File: src/rtl/multicycle_controller.sv
// rtl/multicycle_controller.sv - multicycle RV32 control FSM with memory and multiplier handshakes
// Moore state register; handshake strobes qualify the current state's outputs combinationally.
module multicycle_controller #(
  parameter bit ENABLE_M        = 1'b1,
  parameter bit TRAP_ON_ILLEGAL = 1'b1
) (
  input  logic       clk,
  input  logic       reset,
  input  logic [6:0] op,
  input  logic [2:0] funct3,
  input  logic [6:0] funct7,
  input  logic       mem_ready,
  input  logic       mul_done,
  output logic       pc_write,
  output logic       ir_write,
  output logic       adr_src,
  output logic       mem_req,
  output logic       mem_we,
  output logic       reg_write,
  output logic [1:0] result_src,
  output logic [1:0] alu_src_a,
  output logic [1:0] alu_src_b,
  output logic [1:0] alu_op,
  output logic       branch,
  output logic [2:0] branch_type,
  output logic [2:0] load_type,
  output logic       is_jalr,
  output logic       mul_start,
  output logic       illegal_instr,
  output logic [3:0] state_o
);

  typedef enum logic [3:0] {
    S_FETCH    = 4'd0,
    S_DECODE   = 4'd1,
    S_MEMADR   = 4'd2,
    S_MEMREAD  = 4'd3,
    S_MEMWB    = 4'd4,
    S_MEMWRITE = 4'd5,
    S_EXEC_R   = 4'd6,
    S_EXEC_I   = 4'd7,
    S_ALUWB    = 4'd8,
    S_BRANCH   = 4'd9,
    S_JAL      = 4'd10,
    S_JALR     = 4'd11,
    S_LINK     = 4'd12,
    S_UPPER    = 4'd13,
    S_MULWAIT  = 4'd14,
    S_TRAP     = 4'd15
  } state_t;

  localparam logic [6:0] OP_LOAD  = 7'b0000011;
  localparam logic [6:0] OP_STORE = 7'b0100011;
  localparam logic [6:0] OP_R     = 7'b0110011;
  localparam logic [6:0] OP_I     = 7'b0010011;
  localparam logic [6:0] OP_BR    = 7'b1100011;
  localparam logic [6:0] OP_JAL   = 7'b1101111;
  localparam logic [6:0] OP_JALR  = 7'b1100111;
  localparam logic [6:0] OP_LUI   = 7'b0110111;
  localparam logic [6:0] OP_AUIPC = 7'b0010111;

  state_t r_state;
  logic   r_illegal;
  logic   w_is_mul;

  assign w_is_mul = ENABLE_M && (funct7 == 7'b0000001);

  always_ff @(posedge clk or posedge reset) begin
    if (reset) begin
      r_state   <= S_FETCH;
      r_illegal <= 1'b0;
    end else begin
      case (r_state)
        S_FETCH:    if (mem_ready) r_state <= S_DECODE;
        S_DECODE: begin
          case (op)
            OP_LOAD, OP_STORE: r_state <= S_MEMADR;
            OP_R:              r_state <= S_EXEC_R;
            OP_I:              r_state <= S_EXEC_I;
            OP_BR:             r_state <= S_BRANCH;
            OP_JAL:            r_state <= S_JAL;
            OP_JALR:           r_state <= S_JALR;
            OP_LUI, OP_AUIPC:  r_state <= S_UPPER;
            default: begin
              if (TRAP_ON_ILLEGAL) begin
                r_state   <= S_TRAP;
                r_illegal <= 1'b1;
              end else begin
                r_state   <= S_FETCH;
              end
            end
          endcase
        end
        S_MEMADR:   r_state <= (op == OP_LOAD) ? S_MEMREAD : S_MEMWRITE;
        S_MEMREAD:  if (mem_ready) r_state <= S_MEMWB;
        S_MEMWB:    r_state <= S_FETCH;
        S_MEMWRITE: if (mem_ready) r_state <= S_FETCH;
        S_EXEC_R:   r_state <= w_is_mul ? S_MULWAIT : S_ALUWB;
        S_EXEC_I:   r_state <= S_ALUWB;
        S_ALUWB:    r_state <= S_FETCH;
        S_BRANCH:   r_state <= S_FETCH;
        S_JAL:      r_state <= S_LINK;
        S_JALR:     r_state <= S_LINK;
        S_LINK:     r_state <= S_FETCH;
        S_UPPER:    r_state <= S_ALUWB;
        S_MULWAIT:  if (mul_done) r_state <= S_FETCH;
        S_TRAP:     r_state <= S_TRAP;
        default:    r_state <= S_FETCH;
      endcase
    end
  end

  // Everything is held low while reset is asserted, not just after the state register clears.
  always_comb begin
    pc_write    = 1'b0;
    ir_write    = 1'b0;
    adr_src     = 1'b0;
    mem_req     = 1'b0;
    mem_we      = 1'b0;
    reg_write   = 1'b0;
    result_src  = 2'b00;
    alu_src_a   = 2'b00;
    alu_src_b   = 2'b00;
    alu_op      = 2'b00;
    branch      = 1'b0;
    branch_type = 3'b000;
    load_type   = 3'b000;
    is_jalr     = 1'b0;
    mul_start   = 1'b0;
    if (!reset) begin
      case (r_state)
        S_FETCH: begin
          mem_req    = 1'b1;
          alu_src_b  = 2'b10;
          result_src = 2'b10;
          pc_write   = mem_ready;
          ir_write   = mem_ready;
        end
        S_DECODE: begin
          alu_src_a = 2'b01;
          alu_src_b = 2'b01;
        end
        S_MEMADR: begin
          alu_src_a = 2'b10;
          alu_src_b = 2'b01;
        end
        S_MEMREAD: begin
          mem_req   = 1'b1;
          adr_src   = 1'b1;
          load_type = funct3;
        end
        S_MEMWB: begin
          result_src = 2'b01;
          reg_write  = 1'b1;
          load_type  = funct3;
        end
        S_MEMWRITE: begin
          mem_req = 1'b1;
          mem_we  = 1'b1;
          adr_src = 1'b1;
        end
        S_EXEC_R: begin
          alu_src_a = 2'b10;
          alu_op    = 2'b10;
          mul_start = w_is_mul;
        end
        S_EXEC_I: begin
          alu_src_a = 2'b10;
          alu_src_b = 2'b01;
          alu_op    = 2'b10;
        end
        S_ALUWB: reg_write = 1'b1;
        S_BRANCH: begin
          alu_src_a   = 2'b10;
          alu_op      = 2'b01;
          branch      = 1'b1;
          branch_type = funct3;
        end
        S_JAL, S_JALR: begin
          alu_src_a  = (r_state == S_JALR) ? 2'b10 : 2'b01;
          alu_src_b  = 2'b01;
          result_src = 2'b10;
          pc_write   = 1'b1;
          is_jalr    = (r_state == S_JALR);
        end
        S_LINK: begin
          alu_src_a  = 2'b01;
          alu_src_b  = 2'b10;
          result_src = 2'b10;
          reg_write  = 1'b1;
        end
        S_UPPER: begin
          alu_src_a = (op == OP_LUI) ? 2'b11 : 2'b01;
          alu_src_b = 2'b01;
        end
        S_MULWAIT: begin
          result_src = mul_done ? 2'b11 : 2'b00;
          reg_write  = mul_done;
        end
        default: ;
      endcase
    end
  end

  assign illegal_instr = r_illegal;
  assign state_o       = r_state;

endmodule

File: config.mk
export PLATFORM = sky130hd
export DESIGN_NAME = multicycle_controller
export DESIGN_NICKNAME = d
export VERILOG_FILES = /design/src/rtl/multicycle_controller.sv
export SDC_FILE = /design/constraint.sdc
export NUM_CORES = 1
export LEC_CHECK = 0
export CORE_ASPECT_RATIO = 0.75
export CORE_MARGIN = 4
export CORE_UTILIZATION = 38
export DETAILED_ROUTE_END_ITERATION = 12
export PLACE_DENSITY = 0.81
export REMOVE_ABC_BUFFERS = 1
export SLEW_MARGIN = 40
export SYNTH_ARGS = -nofsm -noshare
export SYNTH_HDL_FRONTEND = slang
export SYNTH_SLANG_ARGS = --single-unit
export TNS_END_PERCENT = 1
File: constraint.sdc
create_clock -name clk -period 2.7 [get_ports clk]
set_clock_uncertainty 0.15 [all_clocks]
set_input_delay 0.81 -clock clk [delete_from_list [all_inputs] [get_ports clk]]
set_output_delay 0.81 -clock clk [all_outputs]
set_load 0.02 [all_outputs]
Fig. 1: wiring heat map
(6 px per um) 12 x 10 tiles, from dark blue (low) to red (high), scaled to the fullest tile. Values are wire area over tile area, all layers added.
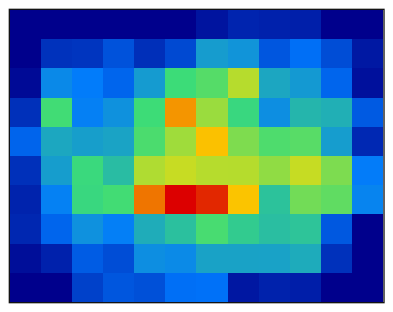
densest ninth of the die: centre
fullest tile: 0.79
nearly empty tiles: 13%
mean over tiles: 0.24
DR vias: 1473
DR WL/cell: 17.2 um
routed wire length: 4.36 mm
GRT Total Usage: 27.4%

==> results.sh <==
# yosys + openroad results
export IMPL_status="finished with violations"
export IMPL_violations="negative setup slack"
export IMPL_use_met1_pct=32.8
export IMPL_hold_class="flop to flop"
export IMPL_seq_area_um2=128
export IMPL_wl_met1_mm=1.67
export IMPL_wl_met3_um=382
export IMPL_layout_top_cell="buf_4"
export IMPL_top_area_share_pct=14.9
export IMPL_ys_types=37
export IMPL_max_stage_delay_ns=0.28
export IMPL_cp_required_ns=1.74
export IMPL_top_layer_used="met4"
export IMPL_ys_flop_type="dfrtp_1"
export IMPL_overflow=0
export IMPL_async_flop_share_pct=100
export IMPL_cts_hold_buf=0
export IMPL_dp_cells=240
export IMPL_synthTopCellsByArea="dfrtp_1 15%, nor2_1 11%, o21ai_0 8.4%"
export IMPL_cts_resized=139
export IMPL_vdd_drop_max_v=0.000629
export IMPL_top_cell="nor2_1"
export IMPL_synth_area_um2=837
export IMPL_filler_cell_count=144
export IMPL_wl_met2_mm=2.22
export IMPL_grt_pass1_wl_mm=6.88
export IMPL_worst_slack_ns=-0.0502
export IMPL_synthCells=135
export IMPL_met3_usage_pct=4.17
export IMPL_diodes=0
export IMPL_design_die_area_mm2=0.00303
export IMPL_crit_buf_inv=2
export IMPL_final_core_util_pct=83.3
export IMPL_ys_area_um2=837
export IMPL_lay_top_cells="57 x buf_4, 19 x nor2_1, 13 x nand2_1, 13 x o21ai_0, 9 x buf_2"
export IMPL_drc=0
export IMPL_yosysWarningCount=0
export IMPL_rsz0062_at_grt="yes"
export IMPL_drtAntennaViolNets=0
export IMPL_relSlewSlack_pct=79.1
export IMPL_powerDensity_mw_per_mm2=795
export IMPL_max_freq_ghz=0.364
export IMPL_intPower_uw=666
export IMPL_ys_top_cells_by_count="24 x nor2_1, 14 x nand2_1, 14 x o21ai_0, 8 x a21oi_1, 6 x nor3_1"
export IMPL_grt_max_degree=16
export IMPL_whs_ns=0.330
export IMPL_final_nets=251
export IMPL_comb_power_share_pct=80.1
export IMPL_p_seq_share_pct=13.6
export IMPL_die_y_um=48.6
export IMPL_warnings=27
export IMPL_worst_setup_path_start_kind="input port"
export IMPL_cts_buffers=3
export IMPL_finalSetupViolations=3
export IMPL_worstSetupEndpointType="output pin"
export IMPL_cpMaxStageDelayCell="o41ai_2"
Fig. 2: routed metal, one colour a layer
(6 px per um) Two of the layers only.
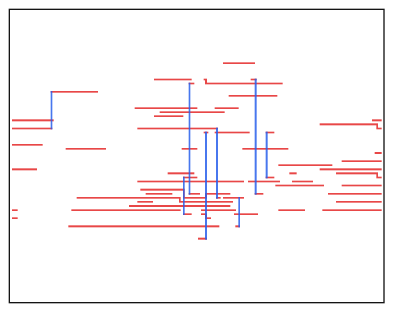
[M4] blue | wire length: 91.1 um
[M3] red | wire length: 383 um

==> stage by stage <==
stage	cell area [um^2]	total power [mW]	setup TNS, ns
after floorplan	777	0.647	-0.591
after global placement	1610	1.20	-15.35
after detailed placement	1610	1.24	-15.90
after CTS	1710	1.32	-0.00303
after global routing	1710	1.44	-0.423
final	1710	1.36	-0.0708
==> power groups by stage <==
stage	Combinational [mW]	Sequential (mW)	Clock [mW]
after global placement	1.03	0.168	0
after global routing	1.15	0.186	0.0974
after CTS	1.06	0.173	0.0897
final	1.09	0.184	0.0857
after detailed placement	1.07	0.168	0
after floorplan	0.423	0.225	0
==> area by class of cell <==
type                    count  share of cell area (%)
inverters                   4                   0.880
repair buffers            100                    46.2
multi-input cells         116                    42.2
clock buffers               4                    1.54
flip-flops and latches      5                    7.48
well taps                  24                    1.76
==> logic make-up after synthesis <==
logic type / count (synthesis) / share of synthesized area (%)
buffers and inverters: 14 / 8.97
AND-OR/OR-AND: 38 / 28.9
XOR/XNOR: 1 / 1.05
flip-flops: 5 / 14.9
AND/OR/NAND/NOR: 77 / 46.2
==> worst paths after layout <==
check | end | cells past startpoint | slack (ns) | start
worst max-delay path | alu_src_a[1] | 6 | -0.05 | op[2]
worst min-delay path | illegal_instr | 1 | 0.33 | illegal_instr
worst max register to register | state_o[2] | 14 | 0.13 | state_o[1]
worst min register to register | illegal_instr | 1 | 0.33 | illegal_instr
max in group asynchronous | illegal_instr | 4 | 1.62 | reset
min in group asynchronous | state_o[2] | 3 | 0.61 | reset
==> flip-flops by register name, summed over array words and instances, names as in the netlist <==
register	flops
state_o	4
illegal_instr	1
Power is estimated from default activity; no workload was simulated.
